==> run_1/clock_map.png <==
Scale bar: 20 um.
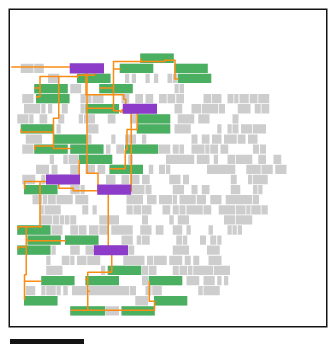
==> run_1/cell_classes.png <==
Scale bar: 20 um.
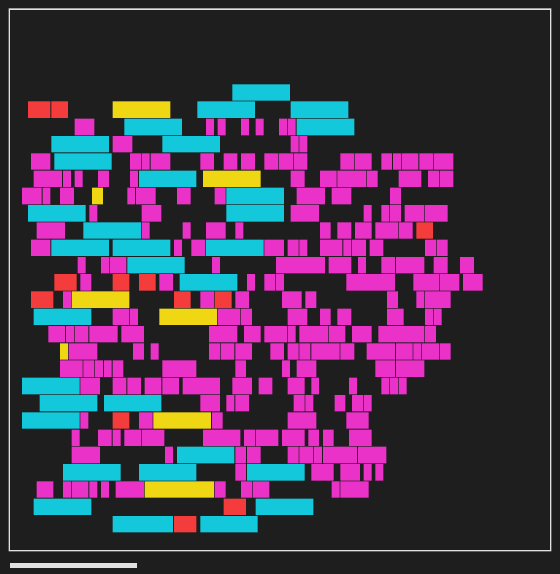
==> run_1/gate_families.png <==
Scale bar: 20 um.
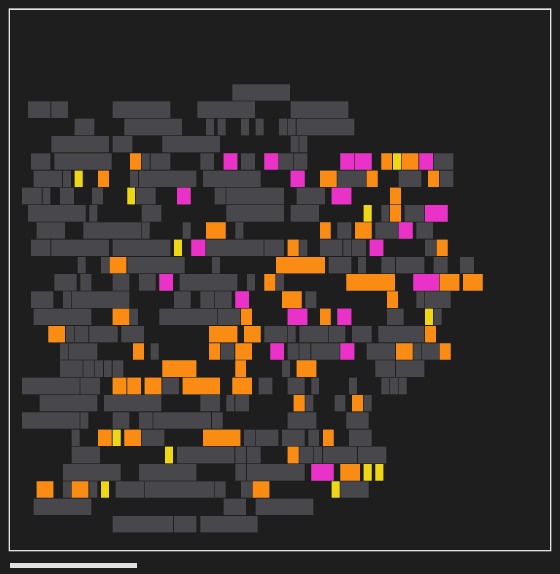
<file path="src/rtl/unary_shift_multiplier.sv">
// Unary-stream multiplier: counts two unary operand streams, multiplies the
// counts by shift-and-add, then emits the product as a unary pulse train.
// Optional macro UNARY_MULT_SATURATE_EN: operand counters saturate instead of wrap.
module unary_shift_multiplier #(
    parameter int unsigned BIN_BITS = 4
) (
    input  logic clk,
    input  logic reset_n,
    input  logic in_a,
    input  logic in_b,
    output logic out,
    output logic zero
);

    localparam int unsigned PROD_BITS = 2 * BIN_BITS;
    localparam int unsigned STEP_BITS = $clog2(BIN_BITS) + 1;
    localparam logic [STEP_BITS-1:0] LAST_STEP = STEP_BITS'(BIN_BITS - 1);

    typedef enum logic [1:0] {IDLE, LOAD, MULT, EMIT} state_t;

    state_t                 state_q, state_d;
    logic [BIN_BITS-1:0]    cnt_a_q, cnt_a_d;
    logic [BIN_BITS-1:0]    cnt_b_q, cnt_b_d;
    logic [PROD_BITS-1:0]   mcand_q, mcand_d;
    logic [PROD_BITS-1:0]   prod_q, prod_d;
    logic [STEP_BITS-1:0]   step_q, step_d;
    logic                   out_q, out_d;
    logic                   zero_q, zero_d;
    logic                   any_in;
    logic [PROD_BITS-1:0]   prod_sum;

    function automatic logic [BIN_BITS-1:0] count_up(input logic [BIN_BITS-1:0] c,
                                                     input logic en);
`ifdef UNARY_MULT_SATURATE_EN
        if (en && (c != {BIN_BITS{1'b1}})) return c + 1'b1;
        return c;
`else
        return c + BIN_BITS'(en);
`endif
    endfunction

    assign any_in   = in_a | in_b;
    // cnt_b doubles as the multiplier shift register, consumed LSB first
    assign prod_sum = prod_q + (cnt_b_q[0] ? mcand_q : '0);

    // State register
    always_ff @(posedge clk or negedge reset_n) begin
        if (!reset_n) state_q <= IDLE;
        else          state_q <= state_d;
    end

    // Next-state decode
    always_comb begin
        state_d = state_q;
        unique case (state_q)
            IDLE:    if (any_in) state_d = LOAD;
            LOAD:    if (!any_in) state_d = MULT;
            MULT:    if (step_q == LAST_STEP) state_d = (prod_sum == '0) ? IDLE : EMIT;
            EMIT:    if (prod_q == '0) state_d = IDLE;
            default: state_d = IDLE;
        endcase
    end

    // Datapath next values: counting, shift-and-add, pulse countdown
    always_comb begin
        cnt_a_d = cnt_a_q;
        cnt_b_d = cnt_b_q;
        mcand_d = mcand_q;
        prod_d  = prod_q;
        step_d  = step_q;
        unique case (state_q)
            IDLE, LOAD: begin
                if (any_in) begin
                    cnt_a_d = count_up(cnt_a_q, in_a);
                    cnt_b_d = count_up(cnt_b_q, in_b);
                end else if (state_q == LOAD) begin
                    mcand_d = {{BIN_BITS{1'b0}}, cnt_a_q};
                    prod_d  = '0;
                    step_d  = '0;
                end
            end
            MULT: begin
                prod_d  = prod_sum;
                mcand_d = mcand_q << 1;
                cnt_b_d = cnt_b_q >> 1;
                step_d  = step_q + 1'b1;
            end
            EMIT: begin
                if (prod_q != '0) prod_d = prod_q - 1'b1;
            end
            default: ;
        endcase
        // Everything is wiped whenever the block lands in IDLE
        if (state_d == IDLE) begin
            cnt_a_d = '0;
            cnt_b_d = '0;
            mcand_d = '0;
            prod_d  = '0;
            step_d  = '0;
        end
    end

    // Datapath registers
    always_ff @(posedge clk or negedge reset_n) begin
        if (!reset_n) begin
            cnt_a_q <= '0;
            cnt_b_q <= '0;
            mcand_q <= '0;
            prod_q  <= '0;
            step_q  <= '0;
        end else begin
            cnt_a_q <= cnt_a_d;
            cnt_b_q <= cnt_b_d;
            mcand_q <= mcand_d;
            prod_q  <= prod_d;
            step_q  <= step_d;
        end
    end

    // Output decode from next state: pulse while pulses remain, zero once none pending
    always_comb begin
        out_d  = (state_d == EMIT) && (prod_d != '0);
        zero_d = !((state_d == MULT) || ((state_d == EMIT) && (prod_d != '0)));
    end

    // Registered outputs
    always_ff @(posedge clk or negedge reset_n) begin
        if (!reset_n) begin
            out_q  <= 1'b0;
            zero_q <= 1'b1;
        end else begin
            out_q  <= out_d;
            zero_q <= zero_d;
        end
    end

    assign out  = out_q;
    assign zero = zero_q;

endmodule

</file>
<file path="config.mk">
export PLATFORM = sky130hd
export DESIGN_NAME = unary_shift_multiplier
export DESIGN_NICKNAME = d
export VERILOG_FILES = /design/src/rtl/unary_shift_multiplier.sv
export SDC_FILE = /design/constraint.sdc
export NUM_CORES = 1
export LEC_CHECK = 0
export CAP_MARGIN = 20
export CORE_MARGIN = 1.5
export CORE_UTILIZATION = 35
export CTS_BUF_LIST = sky130_fd_sc_hd__clkbuf_16
export DETAILED_ROUTE_END_ITERATION = 10
export PLACE_DENSITY = 0.6
export SETUP_SLACK_MARGIN = 0.05
export SYNTH_ARGS = -nofsm -noshare
export SYNTH_HDL_FRONTEND = slang
export SYNTH_SLANG_ARGS = --single-unit
</file>
<file path="constraint.sdc">
create_clock -name clk -period 3.78 [get_ports clk]
set_clock_uncertainty 0.05 [all_clocks]
set_input_delay 1.134 -clock clk [delete_from_list [all_inputs] [get_ports clk]]
set_output_delay 1.134 -clock clk [all_outputs]
set_load 0.01 [all_outputs]
</file>
==> results_dict.tcl, run 1 <==
# implementation run metrics
set metrics [dict create \
    htree_levels 2 \
    tns_ns 0 \
    r2r-end "cnt_b_q[0]" \
    drive_gt1_share_pct 10.6 \
    hold_viol_final 0 \
    reg2reg_depth 9 \
    clk_latency_ns 0.28 \
    synth_area_um2 2360 \
    port_buffers 5 \
    leakage_nw 1.20 \
    most_common_cell "dfrtp_1" \
    regToRegStartpoint "cnt_b_q[0]" \
    criticalPathCategory "reg2reg" \
    numSynthFlops 31 \
    slew_headroom_pct 59.1 \
    holdWs_ns 0.424 \
    drt_iter0_drc 200 \
    reg2reg_slack_ns 0.53 \
    worst_setup_path_end_kind "register" \
    ctsHoldBuffers 0 \
    crit_start "cnt_b_q[0]" \
    synth_chip_area_um2 2360 \
    antenna_found_initial 0 \
    numClockSinks 31 \
    status "finished clean" \
    synth_area_leader_cell "dfrtp_1" \
    cp_data_arrival_time_ns 3.34 \
    syn_area_per_cell_um2 8.96 \
    cp.required_ns 3.87 \
    synth_nets 283 \
    drv_cap 0 \
    synthArstFlopShare_pct 100 \
    setup_viol 0 \
    grt.busiest_layer "met2" \
    cts_max_path_buffers 2 \
    yosysWarnings 0 \
    track_usage_pct 17.7 \
    routed_wl_um 6110 \
    hold_depth 2 \
    crit_path_end "cnt_b_q[0]" \
    grt_pass1_wl_um 10100 \
    period_minus_slack_ns 3.25 \
    slew_violations 0 \
    drc 0 \
    synth_top_area_share_pct 31.8 \
    drtAntennaViolNets 0 \
    grtUsageMet3_pct 3.02 \
    final.period_utilization_pct 86.1 \
    grt_use_met1_pct 25.2 \
    ys_types 70 \
    post_cts_resized 0 \
    max_freq_mhz 307 \
    power_density_nw_per_um2 853 \
    firstDrtPassIters 4 \
    nets 292 \
    clk_pin_slew_worst_paths_ns 0.05 \
    yosys_cells 263 \
    die_y_um 85.1 \
    lay_top_count "dfrtp_1" \
    post_cts_buffers 0 \
    edf_count 0 \
    warning_count 27 \
    grt_max_degree 32 \
    hold_class "reg2reg" \
    post_drt_wl_per_cell_um 17.5 \
    synthCells 263 \
    cts_made_buffers 5 \
    ioPinCount 6 \
    hold_end "step_q[2]" \
    vias 2050 \
    met2_usage_pct 26.6 \
    tightest_slew_ns 0.614 \
    rsz0062_at_grt "false" \
    cp_max_fo 16 \
    start_kind "register" \
    cts-root-buf "clkbuf_16" \
    grt-ovfl-total 0 \
    final_cell_mix "30 x dfrtp_1, 29 x nand2_1, 20 x nor2_1, 15 x o21ai_0, 15 x ha_1" \
    grt_pass1_vias 1956 \
    viasPerCell 5.86 \
    die_w_um 85.1 \
    peakVddDrop_mv 0.539 \
    ys_seq_share_pct 33.0 \
    cts_tree "yes" \
    ys.flop_type "dfrtp_1" \
    die_area_um2 7240 \
    topCellsByArea "dfrtp_1 32%, ha_1 8.0%, nand2_1 4.6%, nor2_1 3.2%, o21ai_0 3.2%" \
    min_from "step_q[2]" \
    num_antenna_cells 0 \
    hpwl_um 4580 \
    fp_util_pct 36.7 \
    area_growth_syn_to_layout_pct 13.4 \
    common_cells "30 x dfrtp_1, 29 x nand2_1, 20 x nor2_1, 15 x ha_1, 15 x o21ai_0" \
    gp_congestion 0.918 \
]
About clock_map.png:
[cells driving clock nets] purple | count: 5
[flip-flops] green | count: 31
[clock wires] orange | length: 437 um
routed clock nets: 6

About cell_classes.png:
[flip-flops] cyan | cells: 31 | share of their area: 30%
[other buffers and delay cells] red | cells: 12 | share of their area: 4.0%
[all other logic] magenta | cells: 222 | share of their area: 59%
[clock drivers and dummy loads] yellow | cells: 8 | share of their area: 6.4%
Rows: 29
final core occ: 41.6%
fraction of area in registers: 29.1%
Core Area: 6420 um^2

About gate_families.png:
[inverters] yellow | cells: 12
[inverting AOI/OAI gates] orange | cells: 53
[AND and OR gates] magenta | cells: 20

==> run 1: layer usage <==
metal	vias to the layer above	part of all wire [%]
met4	0	1.6
met2	43	46
met5	-	0
met1	991	49
li1	1008	-
met3	8	3.8
==> run 1: sequential cells by signal, indices dropped and copies added (netlist names) <==
name	count
prod_q	8
mcand_q	8
state_q	2
cnt_b_q	4
zero	1
cnt_a_q	4
step_q	3
out	1
==> run 1: logic make-up (layout without fill, tap and decap cells) <==
kind of cell | Yosys count | count (layout) | synth area share, %
xor+xnor | 4 | 4 | 1.49
fa+ha+maj | 16 | 16 | 8.81
buf+inv | 22 | 32 | 3.93
flops | 31 | 31 | 33.0
simple gates | 108 | 108 | 24.4
mux | 5 | 5 | 2.18
compound gates | 77 | 77 | 26.3
==> run 1: area by class of cell <==
class | count | area, um^2
well taps | 77 | 96.3
repair buffers | 12 | 103
fillers | 629 | 3750
inverters | 12 | 45.0
clock inverters | 3 | 38.8
multi-input cells | 210 | 1490
flip-flops and latches | 31 | 777
clock buffers | 5 | 125
==> run 1: per-stage QoR <==
step                std cells  utilization, %  power, mW  area [um^2]  setup slack [ns]
global route              350            41.6       2.44         2670             0.348
CTS                       350            41.6       2.27         2670             0.544
floorplan                 263               -       1.47         2360             0.943
global placement          342            39.1       1.81         2510             0.468
finish                    350            41.6       2.28         2670             0.526
detailed placement        342            39.1       1.82         2510             0.456
==> run 1: power breakdown <==
part	total [mW]	switching, mW	internal, mW
Clock	0.444	0.138	0.307
Combinational	1.21	0.714	0.494
Sequential	0.628	0.173	0.456
==> run 1: critical path, stage by stage, from the launching register on <==
cell	delay (ns)
dfrtp_1	0.50
and2_1	0.20
ha_1	0.20
fa_1	0.40
a211o_1	0.36
a311o_1	0.35
a21oi_1	0.25
a31oi_4	0.20
o21ai_4	0.47
o31ai_1	0.14
==> run 2: changes to the inputs <==
PLACE_DENSITY = not set   (was 0.6)
==> run_2/clock_map.png <==
Scale bar: 20 um.
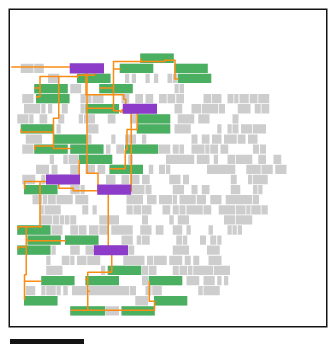
[flip-flops] green | count: 31
[cells driving clock nets] purple | count: 5
[clock wires] orange | length: 437 um
routed clock nets: 6
clk latency late pin: 0.28 ns
P_clk: 444 uW
clock network power share: 19.5%

==> results_dict.tcl, run 2 <==
# implementation run metrics
set metrics [dict create \
    status "finished clean" \
    final_core_util_pct 41.6 \
    hold_viol_final 0 \
    fp_util_pct 36.7 \
    drive_gt1_share_pct 10.6 \
    antenna_found_initial 0 \
    final.period_utilization_pct 86.1 \
    clk_pin_slew_worst_paths_ns 0.05 \
    dr_wl_met3_um 234 \
    layout.area.comb_um2 1490 \
    cp_num_buf_inv 0 \
    ioPinCount 6 \
    area_growth_syn_to_layout_pct 13.4 \
    cts_tree "yes" \
    numClockSinks 31 \
    m1WireLength_um 2980 \
    topCellsByArea "dfrtp_1 32%, ha_1 8.0%, nand2_1 4.6%, nor2_1 3.2%, o21ai_0 3.2%" \
    ys.flop_type "dfrtp_1" \
    peakVddDrop_mv 0.539 \
    synth_top_area_share_pct 31.8 \
    place_ws_ns 0.456 \
    vias 2050 \
    crit_cells 9 \
    viasPerCell 5.86 \
    leakage_nw 1.20 \
    top_layer_used "met4" \
    max_stage_delay_ns 0.50 \
    coreArea_um2 6420 \
    tightest_slew_ns 0.614 \
    hpwl_um 4580 \
    cts_made_buffers 5 \
    slowest_stage "dfrtp_1" \
    drt_iter0_drc 200 \
    yosys_cells 263 \
    die_y_um 85.1 \
    yosysWarnings 0 \
    crit_family "AND-OR/OR-AND gates" \
    wl_met2_um 2790 \
    synth_chip_area_um2 2360 \
    nets 292 \
    grt_pass1_vias 1956 \
    syn_area_per_cell_um2 8.96 \
    cts-root-buf "clkbuf_16" \
    post_drt_wl_per_cell_um 17.5 \
    cp_max_fo 16 \
    dpl_cell_area_um2 2510 \
    rsz0062_at_grt "false" \
    ctsHoldBuffers 0 \
    synthArstFlopShare_pct 100 \
    port_buffers 5 \
    criticalPathCategory "reg2reg" \
    num_antenna_cells 0 \
    numSynthFlops 31 \
    slew_headroom_pct 59.1 \
    top_regs "mcand_q: 8 flops, prod_q: 8 flops" \
    drc 0 \
    synth_nets 283 \
    ys_seq_share_pct 33.0 \
    track_usage_pct 17.7 \
    fillers 629 \
    grt_max_degree 32 \
    cp_cell_sequence "and2_1 -> ha_1 -> fa_1 -> a211o_1 -> a311o_1 -> a21oi_1 -> a31oi_4 -> o21ai_4 -> o31ai_1" \
    cts_max_path_buffers 2 \
    post_cts_resized 0 \
    routed_wl_um 6110 \
    rows 29 \
    ys_types 70 \
    hold_class "reg2reg" \
    firstDrtPassIters 4 \
    grt-ovfl-total 0 \
    warning_count 27 \
    tns_ns 0 \
    ff_latch_area_um2 777 \
    hold_depth 2 \
    die_w_um 85.1 \
    die_area_um2 7240 \
    synth_area_um2 2360 \
    fin_area_um2 2670 \
    drtAntennaViolNets 0 \
    htree_levels 2 \
]
[run 2: cells by family after synthesis]
| group | after synthesis | synth area share, % |
|---|---|---|
| simple gates | 108 | 24.4 |
| compound gates | 77 | 26.3 |
| flops | 31 | 33.0 |
| buf+inv | 22 | 3.93 |
| fa+ha+maj | 16 | 8.81 |
| mux | 5 | 2.18 |
| xor+xnor | 4 | 1.49 |
[run 2: report_power, final]
group          switching, mW  internal (mW)
Sequential             0.173          0.456
Clock                  0.138          0.307
Combinational          0.714          0.494
[run 2: final timing paths]
kind,from,end,slack (ns)
max in group asynchronous,reset_n,zero,2.16
setup / recovery,cnt_b_q[0],cnt_b_q[0],0.53
hold / removal,step_q[2],step_q[2],0.42
setup reg to reg,cnt_b_q[0],cnt_b_q[0],0.53
min in group asynchronous,reset_n,state_q[1],1.20
hold reg to reg,step_q[2],step_q[2],0.42
[run 2: cell type report]
type | instances | share of cell area, %
clock buffer | 5 | 4.68
clock inverter | 3 | 1.45
inverter | 12 | 1.69
multi-input combinational | 210 | 55.7
sequential | 31 | 29.1
tap | 77 | 3.60
timing repair buffer | 12 | 3.84
[run 2: tightest hold or removal path: cells and delay by family (launching register included)]
kind | cells | cell delay [ns]
AND/OR/NAND/NOR | 1 | 0.05
AND-OR/OR-AND | 1 | 0.05
flip-flops | 1 | 0.34
[run 2: per-layer routing]
layer | vias to the layer above | global-route usage, %
li1 | 1008 | -
met1 | 991 | 25.2
met2 | 43 | 26.6
met3 | 8 | 3.02
met4 | 0 | 7.30
met5 | - | 0
[run 2: metrics by stage]
step / instances / hold slack, ns
6_report: 350 / 0.424
5_1_grt: 350 / 0.445
4_1_cts: 350 / 0.427
3_5_place_dp: 342 / 0.416
3_3_place_gp: 342 / 0.408
2_1_floorplan: 263 / 0.399
==> run 3: changes to the inputs <==
GPL_ROUTABILITY_DRIVEN = 1   (was not set)
==> run_3/gate_families.png <==
Scale bar: 20 um.
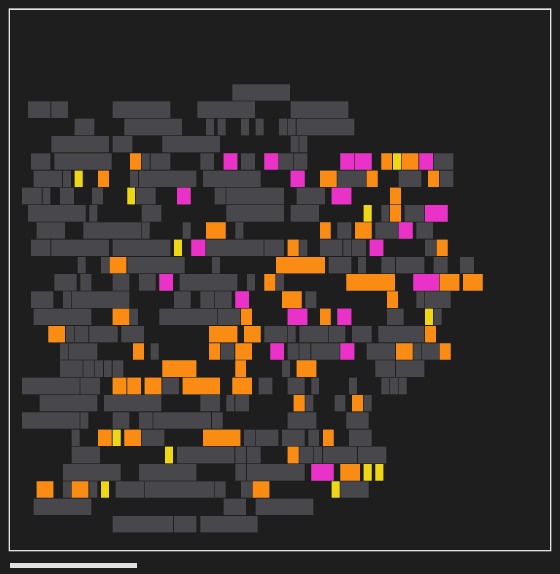
fraction of area in multi-input gates: 55.7%
Layout Cells excl Fill: 350
commonest non-fill, non-tap cell in the layout: dfrtp_1

==> results_dict.tcl, run 3 <==
# implementation run metrics
set metrics [dict create \
    status "finished clean" \
    synthCells 263 \
    start_kind "register" \
    min_from "step_q[2]" \
    grtUsageMet3_pct 3.02 \
    port_buffers 5 \
    tightest_slew_ns 0.614 \
    hold_end "step_q[2]" \
    track_usage_pct 17.7 \
    ctsHoldBuffers 0 \
    rsz0062_at_grt "false" \
    post_cts_resized 0 \
    routed_wl_um 6110 \
    die_w_um 85.1 \
    synthArstFlopShare_pct 100 \
    coreArea_um2 6420 \
    internal_power_mw 1.26 \
    cts_max_path_buffers 2 \
    slowest_stage "dfrtp_1" \
    drt_iter0_drc 200 \
    edf_count 0 \
    max_stage_delay_ns 0.50 \
    inverters 12 \
    seq_cell_power_uw 628 \
    holdWs_ns 0.424 \
    hold_viol_final 0 \
    post_drt_wl_per_cell_um 17.5 \
    cp.required_ns 3.87 \
    combPwrFrac_pct 53.0 \
    ff_latch_area_um2 777 \
    htree_levels 2 \
    p_switching_mw 1.02 \
    vias 2050 \
    warning_count 27 \
    worst_setup_path_end_kind "register" \
    synth_area_leader_cell "dfrtp_1" \
    grt_use_met1_pct 25.2 \
    swShare_pct 44.9 \
    signal_buffers 12 \
    peakVddDrop_mv 0.539 \
    seq_power_share_pct 27.5 \
    fp_util_pct 36.7 \
    comb_cells 210 \
    power_density_nw_per_um2 853 \
    clk_share_pct 6.13 \
    synth_top_area_share_pct 31.8 \
    placed_cells 342 \
    leakage_nw 1.20 \
    grt_max_degree 32 \
    drv_cap 0 \
    grt.busiest_layer "met2" \
    nets 292 \
    clk_pin_slew_worst_paths_ns 0.05 \
    hpwl_um 4580 \
    buffer_area_share_pct 3.84 \
    criticalPathCategory "reg2reg" \
    grt_pass1_vias 1956 \
    synth_area_um2 2360 \
    cts_made_buffers 5 \
    clk_latency_ns 0.28 \
    n_tap_cell 77 \
    firstDrtPassIters 4 \
    ys_seq_share_pct 33.0 \
    synth_nets 283 \
    largestClassByArea "combinational gates" \
    drtAntennaViolNets 0 \
    pg_clk_uw 444 \
    die_area_um2 7240 \
    num_antenna_cells 0 \
]
[run 3: cell counts after synthesis]
No cell type changed its count.
[run 3: layer usage]
| layer | wire length, um | part of all wire (%) |
|---|---|---|
| met1 | 2980 | 49 |
| met2 | 2790 | 46 |
| met3 | 234 | 3.8 |
| met4 | 99 | 1.6 |
| met5 | 0 | 0 |
[run 3: through the flow]
step | utilization (%) | setup WS [ns] | total power [mW] | area (um^2)
6_report | 41.6 | 0.526 | 2.28 | 2670
4_1_cts | 41.6 | 0.544 | 2.27 | 2670
3_5_place_dp | 39.1 | 0.456 | 1.82 | 2510
2_1_floorplan | - | 0.943 | 1.47 | 2360
3_3_place_gp | 39.1 | 0.468 | 1.81 | 2510
5_1_grt | 41.6 | 0.348 | 2.44 | 2670
[run 3: kinds of logic after synthesis]
| family | share of synthesized area (%) |
|---|---|
| AOI/OAI and AO/OA | 26.3 |
| xor gates and xnor gates | 1.49 |
| adders and majority gates | 8.81 |
| buffers and inverters | 3.93 |
| DFF | 33.0 |
| muxes | 2.18 |
| and+or+nand+nor | 24.4 |
[run 3: how the worst max path moves through the flow]
| stage | start | end | slack, ns | depth (start not counted) |
|---|---|---|---|---|
| floorplan | cnt_b_q[0] | cnt_b_q[3] | 0.94 | 10 |
| global placement | in_b | out | 0.47 | 8 |
| detailed placement | in_b | zero | 0.46 | 8 |
| CTS | cnt_b_q[0] | cnt_b_q[0] | 0.54 | 9 |
| global route | cnt_b_q[0] | cnt_b_q[1] | 0.35 | 9 |
| finish | cnt_b_q[0] | cnt_b_q[0] | 0.53 | 9 |
[run 3: worst max-delay path, delay by kind of cell (launching register included)]
family	cells	cell delay [ns]
flops	1	0.50
fa+ha+maj	2	0.60
simple gates	1	0.20
compound gates	6	1.77
Power figures rest on the tool's default switching activity, not on a simulated workload.
